### Clock distribution, run 1

Scale: 2 px per um.
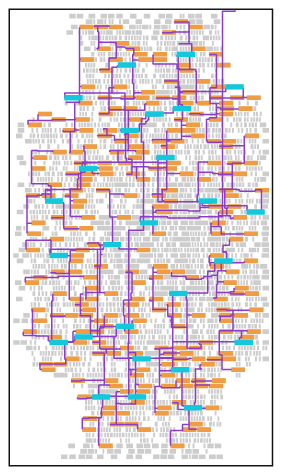
### Met3 routing, run 1

Scale: 1.5 px per um.
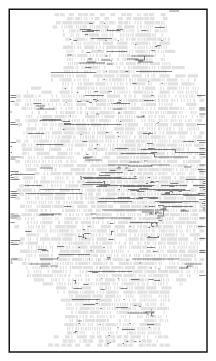
### Sequential cells coloured by netlist name, run 1

Scale: 1.5 px per um.
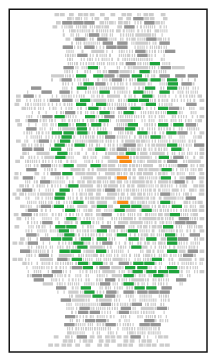
$ cat src/rtl/lea_block_byte_serializer_if.sv
// rtl/lea_block_byte_serializer_if.sv - block-in / byte-out handshake bundle for lea_block_byte_serializer
interface lea_block_byte_serializer_if;
    logic         in_valid;
    logic         in_ready;
    logic [127:0] Din;
    logic         out_valid;
    logic         out_ready;
    logic [7:0]   Dout;
    logic [3:0]   out_idx;
    logic         out_last;
    logic         busy;

    modport master (
        output in_valid, Din, out_ready,
        input  in_ready, out_valid, Dout, out_idx, out_last, busy
    );

    modport slave (
        input  in_valid, Din, out_ready,
        output in_ready, out_valid, Dout, out_idx, out_last, busy
    );
endinterface

$ cat src/rtl/lea_block_byte_serializer.sv
// rtl/lea_block_byte_serializer.sv - 128-bit LEA block to byte stream with one-block pending buffer
// Optional build macro LEA_SER_MSB_FIRST_EN emits byte 15 first instead of byte 0.
module lea_block_byte_serializer (
    input  logic                          CLK,
    input  logic                          RST,
    lea_block_byte_serializer_if.slave    bus
);
    typedef enum logic {IDLE, STREAM} state_t;

    state_t       state_q;
    logic [127:0] active_q;
    logic [127:0] pend_q;
    logic         pend_full_q;
    logic [3:0]   cnt_q;
    logic [3:0]   cnt_d;
    logic [3:0]   idx;
    logic         accept;
    logic         byte_fire;
    logic         last_fire;

    assign bus.in_ready  = !pend_full_q && !RST;
    assign bus.out_valid = (state_q == STREAM);

    assign accept    = bus.in_valid && bus.in_ready;
    assign byte_fire = bus.out_valid && bus.out_ready;
    assign last_fire = byte_fire && (cnt_q == 4'hF);
    assign cnt_d     = cnt_q + 4'd1;

`ifdef LEA_SER_MSB_FIRST_EN
    assign idx = 4'hF - cnt_q;
`else
    assign idx = cnt_q;
`endif

    // out_idx and out_last are forced low while idle so a finished block leaves no stale marker.
    assign bus.Dout     = active_q[{idx, 3'b000} +: 8];
    assign bus.out_idx  = bus.out_valid ? idx : 4'h0;
    assign bus.out_last = bus.out_valid && (cnt_q == 4'hF);
    assign bus.busy     = bus.out_valid || pend_full_q;

    always_ff @(posedge CLK) begin
        if (RST) begin
            state_q     <= IDLE;
            active_q    <= '0;
            pend_q      <= '0;
            pend_full_q <= 1'b0;
            cnt_q       <= 4'h0;
        end else if (last_fire) begin
            // A pending block has priority; otherwise a same-cycle accept reloads with no bubble.
            if (pend_full_q) begin
                active_q    <= pend_q;
                pend_full_q <= 1'b0;
                cnt_q       <= 4'h0;
                state_q     <= STREAM;
            end else if (accept) begin
                active_q <= bus.Din;
                cnt_q    <= 4'h0;
                state_q  <= STREAM;
            end else begin
                state_q <= IDLE;
            end
        end else begin
            if (byte_fire) begin
                cnt_q <= cnt_d;
            end
            if (accept) begin
                if (state_q == IDLE) begin
                    active_q <= bus.Din;
                    cnt_q    <= 4'h0;
                    state_q  <= STREAM;
                end else begin
                    pend_q      <= bus.Din;
                    pend_full_q <= 1'b1;
                end
            end
        end
    end
endmodule

$ cat src/flat_wrapper.sv
// flat-port wrapper written by rule: the top's interface ports become plain ports
module lea_block_byte_serializer_flat 
  (CLK, RST, bus_in_valid, bus_Din, bus_out_ready, bus_in_ready, bus_out_valid, bus_Dout, bus_out_idx, bus_out_last, bus_busy);
  lea_block_byte_serializer_if bus_i ();
  input  logic CLK;
  input  logic RST;
  input wire logic [$bits(bus_i.in_valid)-1:0] bus_in_valid;
  input wire logic [$bits(bus_i.Din)-1:0] bus_Din;
  input wire logic [$bits(bus_i.out_ready)-1:0] bus_out_ready;
  output wire logic [$bits(bus_i.in_ready)-1:0] bus_in_ready;
  output wire logic [$bits(bus_i.out_valid)-1:0] bus_out_valid;
  output wire logic [$bits(bus_i.Dout)-1:0] bus_Dout;
  output wire logic [$bits(bus_i.out_idx)-1:0] bus_out_idx;
  output wire logic [$bits(bus_i.out_last)-1:0] bus_out_last;
  output wire logic [$bits(bus_i.busy)-1:0] bus_busy;
  assign bus_i.in_valid = bus_in_valid;
  assign bus_i.Din = bus_Din;
  assign bus_i.out_ready = bus_out_ready;
  assign bus_in_ready = bus_i.in_ready;
  assign bus_out_valid = bus_i.out_valid;
  assign bus_Dout = bus_i.Dout;
  assign bus_out_idx = bus_i.out_idx;
  assign bus_out_last = bus_i.out_last;
  assign bus_busy = bus_i.busy;
  lea_block_byte_serializer u_core (.CLK(CLK), .RST(RST), .bus(bus_i));
endmodule
$ cat config.mk
export PLATFORM = sky130hd
export DESIGN_NAME = lea_block_byte_serializer_flat
export DESIGN_NICKNAME = d
export VERILOG_FILES = /design/src/rtl/lea_block_byte_serializer_if.sv /design/src/rtl/lea_block_byte_serializer.sv /design/src/flat_wrapper.sv
export SDC_FILE = /design/constraint.sdc
export NUM_CORES = 1
export LEC_CHECK = 0
export ABC_AREA = 1
export CAP_MARGIN = 15
export CORE_ASPECT_RATIO = 1.75
export CORE_UTILIZATION = 50
export CTS_CLUSTER_DIAMETER = 80
export DETAILED_ROUTE_END_ITERATION = 10
export HOLD_SLACK_MARGIN = 0.15
export PLACE_DENSITY = 0.82
export SLEW_MARGIN = 20
export SYNTH_ARGS = -nofsm -noshare
export SYNTH_HDL_FRONTEND = slang
export SYNTH_SLANG_ARGS = --single-unit
$ cat constraint.sdc
create_clock -name CLK -period 2.3 [get_ports CLK]
set_clock_uncertainty 0.05 [all_clocks]
set_input_delay 0.69 -clock CLK [delete_from_list [all_inputs] [get_ports CLK]]
set_output_delay 0.69 -clock CLK [all_outputs]
set_load 0.01 [all_outputs]
==> run summary, run 1 <==
Implementation results. The run finished, with violations left. The final reports fail on setup timing. Net count of the mapped netlist landed at 2668. Final antenna diode count landed at 0. Area of the core region landed at 0.0286 mm2.

STA classifies the critical path startpoint as a flop. Final critical-path required period landed at 2700 ps. The endpoint identified for the worst register-to-register timing path is u_core.pend_q[116].

Minimum setup slack among reg-to-reg paths landed at 110 ps. The final report lists the setup-violating endpoint count as 9. STA classifies the critical path endpoint as an output pin.

In this run, synthesis produced a sequential element count of 262. At the later pin of the worst-skew pair, clock insertion delay measures 550 ps. Per-cell via count in the routed design landed at 5.03. Looking at the clock tree report, the root buffer type is sky130_fd_sc_hd__clkbuf_16.

Port buffer count landed at 147. Counting tap cells, the placed design contains a total of 2974 instances. Cell leakage power landed at 0.00961 uW.

After Yosys synthesis, full adders, half adders and majority gates account for 0.0861% of the synthesized area. Ranked by instance count, the synthesized netlist is headed by sky130_fd_sc_hd__nand2_1, sky130_fd_sc_hd__inv_1, sky130_fd_sc_hd__nand3_1. Worst-path maximum fanout landed at 6. Number of distinct library cell variants in the gate-level netlist after synthesis landed at 22. Post-CTS repair timing setup buffer count landed at 9. Via count of the routed design landed at 15249.

Placer's final routability congestion estimate landed at 0.915. Adding up every negative setup slack in the final design gives -2720 ps. In this run the horizontal extent of the chip is 131 um. CTS added clock buffers totalling 26.

In the final design database the tool counted 2768 nets. Pins over their slew limit in the final report were tallied at 0. The arrival time of data at the worst endpoint is listed as 1960 ps. Xor-xnor portion of the synthesized cell area landed at 0.0603%. Total of cells resized after clock tree synthesis landed at 118. Among cell families on the critical path, the largest total delay comes from buffers and inverters. Starting density of the core landed at 50.7%. Slack of the critical path landed at -404 ps. In the final routed layout, each cell accounts on average for 13.7 um. Synthesized instance count landed at 2535. HPWL after detailed placement landed at 27300 um. In the synthesized netlist, the dominant kind of combinational cell is simple AND/OR/NAND/NOR gates.

The script computed a power per unit cell area of 582 mW/mm2. Share of the synthesized area in the top cell type landed at 36.1%. The report lists the cells along the critical path as buf_12 > buf_12 > buf_8 > nand2_1 > nand3_1 > nand2_1 > nand2_1 > nand2_1 > inv_1 > nand2_2 > buf_6.

Number of cells in the finished layout apart from fillers landed at 3031. Along the critical path, the tally of buffer and inverter instances is 5. I/O pin count landed at 148. Initial DRC count landed at 1218. Worst voltage drop across the vdd grid landed at 0.511 mV. The synthesis stats list as the most numerous cell sky130_fd_sc_hd__nand2_1.

The report gives the cell count of the worst hold path as 2. Max-cap violations in this run came to 0. Number of clock sinks seen by CTS landed at 262.

Worst-case clock buffer depth landed at 3. Per the GRT congestion report, total overflow comes to 0. Per the Yosys statistics, synthesis produced 2535 cells. Worst reg2reg path depth landed at 11. The floorplan step defined a die boundary enclosing 0.0298 mm2.

Per the STA report, the cell with the highest stage delay on the worst path is sky130_fd_sc_hd__dfxtp_4. Multiplexer cells account for 0% of the synthesized area. Total track usage landed at 27.8%.

In the final report, the number of hold violations comes to 0. Per the synthesis report, the dominant area consumer among library cells is sky130_fd_sc_hd__dfxtp_1. Among all stages on the critical path, the maximum delay recorded is 410 ps. The synthesis report lists the Yosys warning total as 0. Transition at the pin with the smallest max-transition slack landed at 791 ps. In the setup report, the worst path falls into the class reg2out. TritonCTS built the clock tree.

In this run the critical register-to-register path is launched from u_core.cnt_q[0]. Summed standard-cell area reported by yosys landed at 0.0145 mm2. Share of layout cells above drive strength 1 landed at 8.22%.

Iteration tally of the first detailed-router pass landed at 5. Tally of nets with antenna violations remaining after routing landed at 0. Sequential-to-total area share from yosys stat landed at 36.1%.

Per STA, the endpoint of the critical path is bus_Dout[2]. Achievable frequency landed at 370 MHz. Initial antenna violation count landed at 0. Clock slew seen by the registers of the worst setup and hold paths landed at 60 ps. Post-synthesis cell area landed at 0.0145 mm2.

Setup repair after global routing could not meet its margin everywhere. Synthesis-to-layout area growth landed at 24.3%. The number of global-route vias before repair is 14548. By area the synthesized netlist is led by sky130_fd_sc_hd__dfxtp_1, sky130_fd_sc_hd__nand2_1, sky130_fd_sc_hd__nand3_1. The max-slew check reports its worst relative slack as 47.2%. The final critical path takes up 118% of the cycle. Compound-gate portion of the synthesized area landed at 0.241%. For reference, simple AND, OR, NAND and NOR cells occupy 45.7% of the area reported after synthesis. H-tree depth landed at 1.

The first global-routing pass estimated 66700 um of wire. Number of DRC violations after detailed routing landed at 0. The launch point of the critical path was reported as u_core.cnt_q[0]. Setup slack after placement landed at -390 ps.

The completed layout was analyzed and its total power is 10500 uW.
## Picture notes: 'Clock distribution'
orange -> flip-flops  # count 262
cyan -> clock-net drivers  # count 26
purple -> clock wires  # length 3300 um
flops lie = all over the die

## Picture notes: 'Met3 routing'
wire length on this layer = 1970 um
main direction = horizontal
share of all routed wire = 4.8%
detailed-route wire length: 41400 um
GR Util met3: 2.59%

## Picture notes: 'Sequential cells coloured by netlist name'
green -> `u_core.active_q`  # flops 128
orange -> `u_core.cnt_q`  # flops 4, where middle
Final Core Density: 63.1%
area used by sequential logic in the layout: 0.00526 mm2
power consumed by sequential cells: 4740 uW

[run 1: per-layer routing]
layer  vias up  track usage [%]  routed length (um)
li1       7663                -                   -
met1      6945             30.4               15800
met2       499             50.3               21200
met3       142             2.59                1970
met4         0             17.9                2450
met5         -                0                   0
[run 1: through the flow]
stage | instance area [um2] | util, % | hold slack, ps
2_1_floorplan | 14500 | - | 398
3_3_place_gp | 16700 | 58.4 | 405
3_5_place_dp | 16700 | 58.4 | 409
4_1_cts | 18000 | 62.9 | 420
5_1_grt | 18100 | 63.1 | 435
6_report | 18100 | 63.1 | 418
[run 1: worst reg2reg max path: stages (launching register included)]
cell and delay (ps):
sky130_fd_sc_hd__dfxtp_4 380, sky130_fd_sc_hd__buf_12 160, sky130_fd_sc_hd__buf_6 120, sky130_fd_sc_hd__ha_4 150, sky130_fd_sc_hd__buf_4 130, sky130_fd_sc_hd__nand3_2 90, sky130_fd_sc_hd__nor2_4 80, sky130_fd_sc_hd__nor2_4 190
sky130_fd_sc_hd__buf_4 440, sky130_fd_sc_hd__nand3_1 170, sky130_fd_sc_hd__nand2_1 90, sky130_fd_sc_hd__nor2_1 40
[run 1: report_power, final]
part,internal [uW],switching (uW)
sequential,4670,73.1
clock,2550,1860
combinational,583,775
total,7800,2710
[run 1: how the worst min path moves through the flow]
stage	from	end
2_1_floorplan	u_core.active_q[100]	u_core.active_q[100]
3_3_place_gp	u_core.active_q[81]	u_core.active_q[81]
3_5_place_dp	u_core.active_q[9]	u_core.active_q[9]
4_1_cts	u_core.active_q[9]	u_core.active_q[9]
5_1_grt	u_core.active_q[101]	u_core.active_q[101]
6_report	u_core.active_q[119]	u_core.active_q[119]
[run 1: cells in the final DEF (no fill, tap or decap), types with 4 or more instances in the layout]
cell type / instances
sky130_fd_sc_hd__dfxtp_1: 258
sky130_fd_sc_hd__nand2_4: 6
sky130_fd_sc_hd__a21oi_1: 4
sky130_fd_sc_hd__inv_1: 457
sky130_fd_sc_hd__clkbuf_1: 5
sky130_fd_sc_hd__buf_6: 15
sky130_fd_sc_hd__dlygate4sd2_1: 6
sky130_fd_sc_hd__nand3_1: 423
sky130_fd_sc_hd__clkinv_1: 21
sky130_fd_sc_hd__clkdlybuf4s50_1: 130
sky130_fd_sc_hd__inv_2: 8
sky130_fd_sc_hd__buf_12: 35
sky130_fd_sc_hd__nor2_1: 135
sky130_fd_sc_hd__nand2_2: 24
sky130_fd_sc_hd__nand2_1: 990
sky130_fd_sc_hd__clkbuf_16: 27
sky130_fd_sc_hd__nand3_2: 25
sky130_fd_sc_hd__clkinv_2: 6
sky130_fd_sc_hd__buf_4: 43
[run 1: layout make-up]
| cell class | count | area [um2] |
|---|---|---|
| tap | 378 | 473 |
| fill | 2481 | 10600 |
| clock buffer | 34 | 722 |
| multi-input combinational | 1621 | 6980 |
| timing repair buffer | 235 | 2630 |
| clock inverter | 12 | 148 |
| sequential | 262 | 5260 |
| inverter | 489 | 1850 |
[run 1: registers in the layout, indices dropped and copies added (netlist names)]
register / flops
u_core.active_q: 128
u_core.pend_q: 128
u_core.cnt_q: 4
u_core.bus.out_valid: 1
u_core.pend_full_q: 1
==> run 2, diff against run 1 <==
--- a/config.mk
+++ b/config.mk
@@ -12,6 +12,7 @@
 export CTS_CLUSTER_DIAMETER = 80
 export DETAILED_ROUTE_END_ITERATION = 10
 export HOLD_SLACK_MARGIN = 0.15
+export MAX_ROUTING_LAYER = met4
 export PLACE_DENSITY = 0.82
 export SLEW_MARGIN = 20
 export SYNTH_ARGS = -nofsm -noshare
==> run 2 against run 1 <==
Against the previous run:
- die area did not move
- cell area is 0.78% higher
- maximum frequency grew 2.6%
- cell count did not move
- clock power increased by 4%
- core utilization rose by 0.49 points
- combinational power barely moved
- the run still ends with setup timing left
==> run summary, run 2 <==
Implementation results. TritonCTS built the clock tree. The cell sitting at the root of the clock tree is a sky130_fd_sc_hd__clkbuf_16. The final report lists the setup-violating endpoint count as 9. The stat command in Yosys gives a chip area of 0.0145 mm2.

Worst slew margin relative to its limit landed at 46.5%. In the Yosys report, the sequential cells make up 36.1% of the chip area. Synthesized instance count landed at 2535.

The synthesis log from Yosys contains 0 warnings. Per the hold report, the tightest min-delay path originates at u_core.active_q[31]. Per the synthesis report, the dominant area consumer among library cells is sky130_fd_sc_hd__dfxtp_1.

148 I/O pins were placed. STA shows the worst min-delay path finishing at u_core.active_q[31]. Per the gpl log, the routability congestion estimate is 0.964.

Slack of the critical path landed at -337 ps. The worst register-to-register path begins at u_core.cnt_q[0]. Share of the cycle needed by the critical path after routing landed at 115%. Final tally of max-slew violations landed at 0. The chip occupies 0.0298 mm2.

The final reports fail on setup timing. In this run the VDD rail shows a maximum IR drop of 0.448 mV. Final antenna diode count landed at 0. Minimum setup slack among reg-to-reg paths landed at 70 ps. The number of global-route vias before repair was 14618. The critical path in this run is classified as reg2out. The worst setup path is captured at an output pin.

For the worst-skew pair, the clock arrives at the later sink with an insertion delay of 530 ps. Of the cells placed in the final design, the portion with a size suffix greater than 1 is 8.97%. Number of clock sinks seen by CTS landed at 262. Setup repair after global routing could not meet its margin everywhere. Initial DRC count landed at 1321.

The routed design could run at a clock period as short as 2640 ps. The initial antenna violation count came to 0. Overall power consumption after layout is estimated at 10700 uW. STA classifies the critical path startpoint as a flop. The region available for standard cell placement spans 0.0286 mm2. Per the cell usage report, the commonest logic cell in the layout is sky130_fd_sc_hd__nand2_1. Number of distinct library cell variants in the gate-level netlist after synthesis landed at 22. The tightest hold path in the finished design has a slack of 419 ps.

Detailed placement finished with a half-perimeter wire length of 27100 um. Once the floorplan was initialized, standard cells occupied 50.7% of the core. Max-cap check violation count landed at 0.

Area after detailed placement landed at 0.0167 mm2. Clock slew seen by the registers of the worst setup and hold paths landed at 70 ps. Post-synthesis cell area landed at 0.0145 mm2. The run finished, with violations left. Yosys reports that the most numerous cell types are sky130_fd_sc_hd__nand2_1, sky130_fd_sc_hd__inv_1, sky130_fd_sc_hd__nand3_1. Post-layout instance area landed at 0.0182 mm2. Cell depth of the worst hold path landed at 2.

No sink is reached through more buffers than the 3 on the longest clock path. Cell leakage power landed at 0.00969 uW. The number of nets handed over by synthesis was 2668. Final hold violation count landed at 0. Setup slack after placement landed at -417 ps.

For this run the aggregate overflow at the end of global routing stands at 0. Share of the synthesized area in the top cell type landed at 36.1%. Per-cell via count in the routed design landed at 5.12.

In the layout the commonest cells are sky130_fd_sc_hd__nand2_1, sky130_fd_sc_hd__inv_1, sky130_fd_sc_hd__nand3_1. Per the Yosys statistics, synthesis produced 2535 cells. Die span in x landed at 131 um. Worst reg2reg path depth landed at 13.

Arrival time at the worst endpoint landed at 1900 ps. Per the summary, power density relative to cell area is 587 mW/mm2. In this build the clock could be raised as far as 379 MHz.
run 2: cell counts after synthesis:
No cell type changed its count.
run 2: metrics by stage:
step | utilization, % | cells
5_1_grt | 63.6 | 3031
3_5_place_dp | 58.4 | 2974
4_1_cts | 62.6 | 3025
3_3_place_gp | 58.4 | 2974
2_1_floorplan | - | 2535
6_report | 63.6 | 3031
run 2: routing by layer:
metal | GRT usage [%] | wire length, um
met1 | 30.9 | 15800
met2 | 49.6 | 21300
met5 | - | 0
met4 | 19.7 | 2830
met3 | 2.56 | 2370
run 2: what timing repair did:
action / 4_1_cts / 5_1_grt
pin swaps: 14 / 33
gates resized: 108 / 70
cloned: 2 / 2
setup buffers: 6 / 9
endpoints found under the setup margin: 16 / 21
run 2: layout make-up:
cell class,instances,area [um2]
fillers,2367,10400
multi-input cells,1621,7040
flip-flops and latches,262,5260
repair buffers,238,2660
inverters,489,1860
clock buffers,34,729
well taps,378,473
clock inverters,9,176
run 2: cell families after synthesis:
group | after synthesis | synth area share (%)
flops | 262 | 36.1
simple gates | 1612 | 45.7
compound gates | 7 | 0.241
fa+ha+maj | 1 | 0.0861
buf+inv | 652 | 17.8
xor+xnor | 1 | 0.0603
run 2: power breakdown:
part           switching, uW  internal [uW]
sequential              75.0           4670
clock                   1800           2770
combinational            786            588
total                   2670           8020
run 2: worst max-delay path by stage:
stage                                from  slack (ps)      endpoint
after floorplan           u_core.cnt_q[0]         230   bus_Dout[0]
after global placement                RST        -430  bus_in_ready
after detailed placement              RST        -420  bus_in_ready
after CTS                 u_core.cnt_q[0]        -300   bus_Dout[6]
after global routing      u_core.cnt_q[0]        -380   bus_Dout[6]
final                     u_core.cnt_q[0]        -340   bus_Dout[3]
run 2: worst max-delay path, stage by stage (launching register included):
cell	delay, ps
sky130_fd_sc_hd__dfxtp_4	430
sky130_fd_sc_hd__clkinv_8	100
sky130_fd_sc_hd__buf_12	160
sky130_fd_sc_hd__nand2_1	70
sky130_fd_sc_hd__nand2_1	70
sky130_fd_sc_hd__nand2_1	90
sky130_fd_sc_hd__nand3_2	100
sky130_fd_sc_hd__nand3_2	140
sky130_fd_sc_hd__nand2_2	80
sky130_fd_sc_hd__buf_6	120
### Signal wires by layer, run 2

Scale: 1.5 px per um.
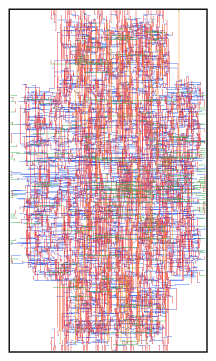
blue -> M1  # wire length 15800 um
red -> M2  # wire length 21.3 mm
green -> M3  # wire length 2370 um
orange -> M4  # wire length 2830 um

### Met3 routing, run 2

Scale: 1.5 px per um.
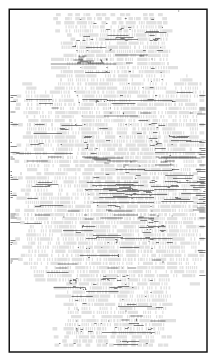
share of all routed wire = 5.6%
wire length on this layer = 2370 um
main direction = horizontal
nets with wire on the layer = 255
longest straight run = 43.2 um
GR Util met3: 2.56%
detailed-route wire length: 42300 um
total via count in the routed design: 15511

### Clock distribution, run 2

Scale: 2 px per um.
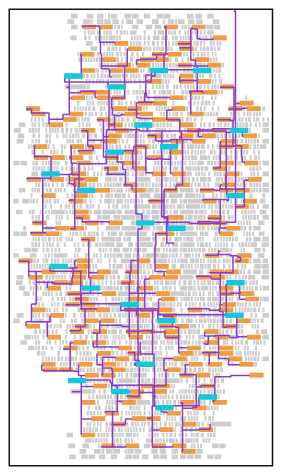
purple -> clock wires  # length 3230 um
orange -> flip-flops  # count 262
cyan -> clock-net drivers  # count 24
routed clock nets = 25

### Routing congestion, run 2

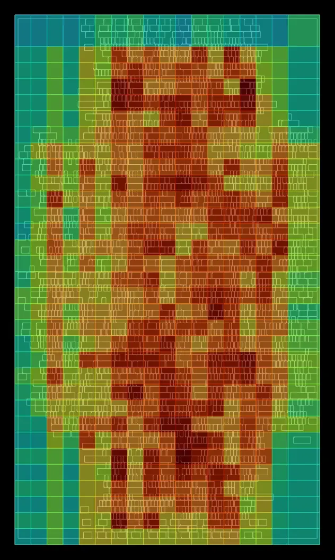

==> run 3, diff against run 2 <==
--- a/config.mk
+++ b/config.mk
@@ -8,6 +8,7 @@
 export ABC_AREA = 1
 export CAP_MARGIN = 15
 export CORE_ASPECT_RATIO = 1.75
+export CORE_MARGIN = 2
 export CORE_UTILIZATION = 50
 export CTS_CLUSTER_DIAMETER = 80
 export DETAILED_ROUTE_END_ITERATION = 10
### Routing congestion, run 3

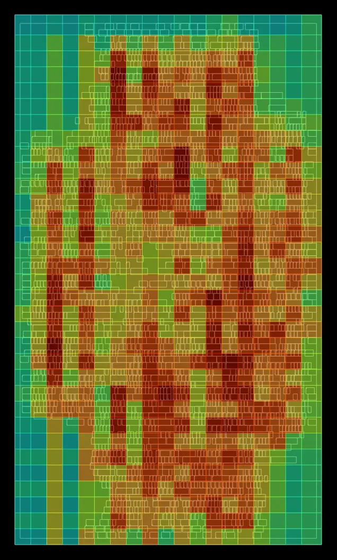
met1 usage in global routing: 29.7%
GR Layer Usage met2: 49.9%
global-route usage over all layers: 27.7%

### Signal wires by layer, run 3

Scale: 1.5 px per um.
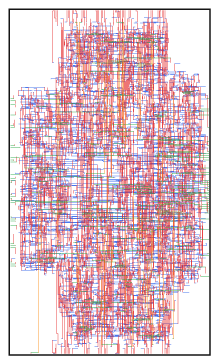
wire length per cell after detailed routing: 14.6 um
total via count in the routed design: 15592
detailed-route wire length: 44300 um

==> run 3 against run 2 <==
Against the previous run:
- the run still ends with setup timing left
- core utilization is 0.73 points higher
- largest cell class unchanged
- worst hold slack worse by 1.4 ps
- synthesized area stayed put
- critical endpoint is now bus_Dout[6]
- global-route usage is 1.1 points lower
- sequential power hardly changed
- register-to-register slack worse by 70 ps
- critical path depth is 1 higher
==> run summary, run 3 <==
Implementation results. The warning tally printed by Yosys for this design is 0. After synthesis the netlist holds a flip-flop and latch count of 262. The final reports fail on setup timing. Number of clock sinks seen by CTS landed at 262. The number of global-route vias before repair came to 14715.

148 I/O pins were placed. The report puts the hold buffer count at CTS at 0. Worst voltage drop across the vdd grid landed at 0.549 mV. Met3 layer usage reported by global route landed at 2.26%. STA reports the tightest min-delay check as being of type reg2reg. Arithmetic-cell share of the synthesized area counting full adders, half adders and majority gates landed at 0.0861%. Compound-gate portion of the synthesized area landed at 0.241%. By instance count, the cell type seen most on the critical path is sky130_fd_sc_hd__nand2_2.

Synthesis instantiated 22 different standard cells from the library. Combinational share of power landed at 13.7%. The highest clock rate this design can be run at is 375 MHz. Transition at the pin with the smallest max-transition slack landed at 770 ps. The clock reaches the later pin of the worst-skew pair after 540 ps. First-pass GRT wire length landed at 68300 um.

Initial antenna violation count landed at 0. Port buffer count landed at 147. Buffering stage count on the worst path with inverters included landed at 4. Area after detailed placement landed at 0.0168 mm2. Slack of the critical path landed at -368 ps. Per the post-synthesis stats, the area per cell is 5.73 um2. Required time of the critical path landed at 1560 ps.

Total power consumption of the routed design landed at 10500 uW. Counting cells, the worst reg-to-reg path comes to 14. The share of total power dissipated in sequential elements is 44.9%.

In the setup report, the worst path falls into the class reg2out. The clock network is responsible for 41.4% of the overall power. In this run the number of H-tree levels came out at 1. The registers reported with the highest flop counts are u_core.active_q x128, u_core.pend_q x128, u_core.cnt_q x4. Net switching fraction of the power landed at 25.9%.

Per the synthesis report, the XOR/XNOR share of the synthesized area is 0.0603%. Mux contribution to synthesized area landed at 0%. Max-cap check violation count landed at 0. The final timing report derives a shortest allowable period of 2670 ps.

The DRC violation total left in the routed layout is recorded as 0. Setup slack after placement landed at -435 ps. Sorting the Yosys area breakdown by cell type puts at the top sky130_fd_sc_hd__dfxtp_1. STA classifies the critical path endpoint as an output pin. Worst-path maximum fanout landed at 8.

Setup repair after global routing could not meet its margin everywhere. The power report lists cell-internal power as 7820 uW. Share of the synthesized area in the top cell type landed at 36.1%. Before placement the cells fill 50.7% of the core.

Arrival time at the worst endpoint landed at 1930 ps. In this run the critical path is formed by buf_12 > buf_12 > nand2_2 > nand3_2 > nand2_2 > nand2_1 > nand2_2 > inv_2 > nand2_2 > buf_6. In this run the standard cell core region covers 0.0286 mm2. The chip area line in the Yosys stat output reads 0.0145 mm2.

The tree is rooted in a sky130_fd_sc_hd__clkbuf_16. The run finished, with violations left. Placer's final routability congestion estimate landed at 0.900.

The longest incremental delay of any stage on the critical path is reported as 440 ps. Number of placed instances with taps included landed at 2975. Number of enable flip-flop cells landed at 0.

After synthesis, the design contains 2535 cells according to Yosys. For this run, the register share of the synthesized area comes to 36.1%. The final report gives the standard cell area, fillers excluded, as 0.0184 mm2. Among cell families on the critical path, the largest total delay comes from buffers and inverters. By instance count after routing, the leading logic cell type is sky130_fd_sc_hd__nand2_1. The most used flip-flop cell after synthesis is sky130_fd_sc_hd__dfxtp_1. The critical path's slowest stage uses the library cell sky130_fd_sc_hd__dfxtp_4. The max-slew check reports its worst relative slack as 48.6%.

Overall chip area landed at 0.0305 mm2. Post-synthesis cell area landed at 0.0145 mm2. Critical path depth landed at 10.

By area the synthesized netlist is led by sky130_fd_sc_hd__dfxtp_1, sky130_fd_sc_hd__nand2_1, sky130_fd_sc_hd__nand3_1. Entering global routing, the biggest net connects 89 pins. The number of nets in the synthesized netlist is 2668.

Cell depth of the worst hold path landed at 2. Synthesized instance count landed at 2535. Looking at the global route congestion table, the highest-usage layer is met2.

In the synthesized netlist, the dominant kind of combinational cell is simple AND/OR/NAND/NOR gates. Per the OpenROAD power report, leakage power amounts to 0.00977 uW. Switching power total landed at 2730 uW. Row count landed at 82. Power density over the cells landed at 573 mW/mm2.

Final hold violation count landed at 0. Final setup violation count landed at 12. Worst-case clock buffer depth landed at 3. Number of warnings in the stage logs landed at 28. Post-synthesis simple-gate area fraction landed at 45.7%.

Die height landed at 229 um. In the final layout, the share of cells above drive strength 1 is 9.31%. According to the dpl log, the detail-placed design has an HPWL of 27500 um.

Number of cells in the finished layout apart from fillers landed at 3041. Clock tree synthesis inserted a total of 25 buffers. Clock slew seen by the registers of the worst setup and hold paths landed at 70 ps. TritonCTS built the clock tree. The repair_antennas step left the layout with diodes totalling 0. The die is 133 um wide. Once detail routing completed, the nets flagged for antenna violations numbered 0. STA classifies the critical path startpoint as a flop. The library cells used most frequently in the layout, excluding fill and tap cells, are sky130_fd_sc_hd__nand2_1, sky130_fd_sc_hd__inv_1, sky130_fd_sc_hd__nand3_1. Sorting the synthesis cell report by count puts at the top sky130_fd_sc_hd__nand2_1. Iteration tally of the first detailed-router pass landed at 6. Per the synth stats, the proportion of register bits with asynchronous set or reset is 0%.

Per-cell via count in the routed design landed at 5.13. Residual overflow from global routing landed at 0. For reference, the final report shows the max-slew violation count at 0. Synthesis-to-layout area growth landed at 26.7%. Initial DRC count landed at 1582. Number of nets in the finished design landed at 2780. Share of the cycle needed by the critical path after routing landed at 116%.

Fill cells in the final layout number 2411. In the synthesized netlist, the cells that appear most often are sky130_fd_sc_hd__nand2_1, sky130_fd_sc_hd__inv_1, sky130_fd_sc_hd__nand3_1.
### Sequential cells coloured by netlist name, run 3

Scale: 1.5 px per um.
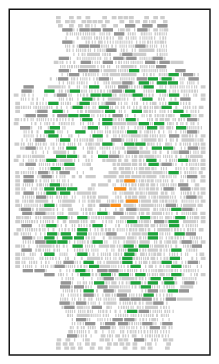
green -> `u_core.active_q`  # flops 128
orange -> `u_core.cnt_q`  # flops 4, where middle
not coloured = 130

## run 3: cell count changes in the layout (fill, tap and decap cells not counted), moves of 4 or more
cell	before	now
sky130_fd_sc_hd__clkinv_2	2	8
sky130_fd_sc_hd__nand2_2	36	30
sky130_fd_sc_hd__clkbuf_16	27	33
sky130_fd_sc_hd__nand2_1	979	983
sky130_fd_sc_hd__clkbuf_8	7	3
## run 3: power by group through the flow
stage	combinational [uW]	sequential, uW	clock, uW
2_1_floorplan	720	4820	0
3_3_place_gp	1270	4830	0
3_5_place_dp	1300	4840	0
4_1_cts	1350	4740	4380
5_1_grt	1580	4750	4560
6_report	1440	4740	4370
## run 3: cell type report
class | count | area (um2) | area share [%]
flip-flops and latches | 262 | 5260 | 28.6
well taps | 378 | 473 | 2.57
clock inverters | 14 | 174 | 0.945
repair buffers | 247 | 2920 | 15.9
clock buffers | 29 | 671 | 3.64
inverters | 489 | 1850 | 10.1
multi-input cells | 1622 | 7060 | 38.4
## run 3: metal layers
layer / vias to the layer above / part of all wire (%) / wire length, um
met4: 0 / 5.2 / 2290
met2: 621 / 52 / 23000
li1: 7679 / - / -
met3: 139 / 5.7 / 2510
met5: - / 0 / 0
met1: 7153 / 37 / 16500
## run 3: worst min-delay path, stage by stage, from the launching register on
cell                      delay (ps)
sky130_fd_sc_hd__dfxtp_1         310
sky130_fd_sc_hd__nand3_1          70
sky130_fd_sc_hd__nand2_1          50
## run 3: logic make-up after synthesis
kind of cell / after synthesis
xor gates and xnor gates: 1
adders and majority gates: 1
buffers and inverters: 652
DFF: 262
and+or+nand+nor: 1612
AOI/OAI and AO/OA: 7
## run 3: timing repair
| action | in CTS | in global routing |
|---|---|---|
| setup endpoints to repair | 16 | 270 |
| gates resized | 99 | 71 |
| buffers inserted | 4 | 9 |
| pin swaps | 26 | 37 |
| gates cloned | 3 | 11 |
## run 3: worst paths after layout
check        slack [ps]                   to           startpoint
max                -370          bus_Dout[6]      u_core.cnt_q[0]
min                 420  u_core.active_q[45]  u_core.active_q[45]
max reg2reg           0    u_core.pend_q[66]      u_core.cnt_q[0]
min reg2reg         420  u_core.active_q[45]  u_core.active_q[45]
## run 3: metrics by stage
stage / hold slack [ps] / util (%) / TNS, ps
final: 418 / 64.3 / -2710
after global routing: 435 / 64.3 / -6120
after CTS: 420 / 62.5 / -2780
after detailed placement: 409 / 58.7 / -57310
after global placement: 406 / 58.7 / -47560
after floorplan: 398 / - / 0
No activity file was given, so power comes from the tool's default toggle rates.
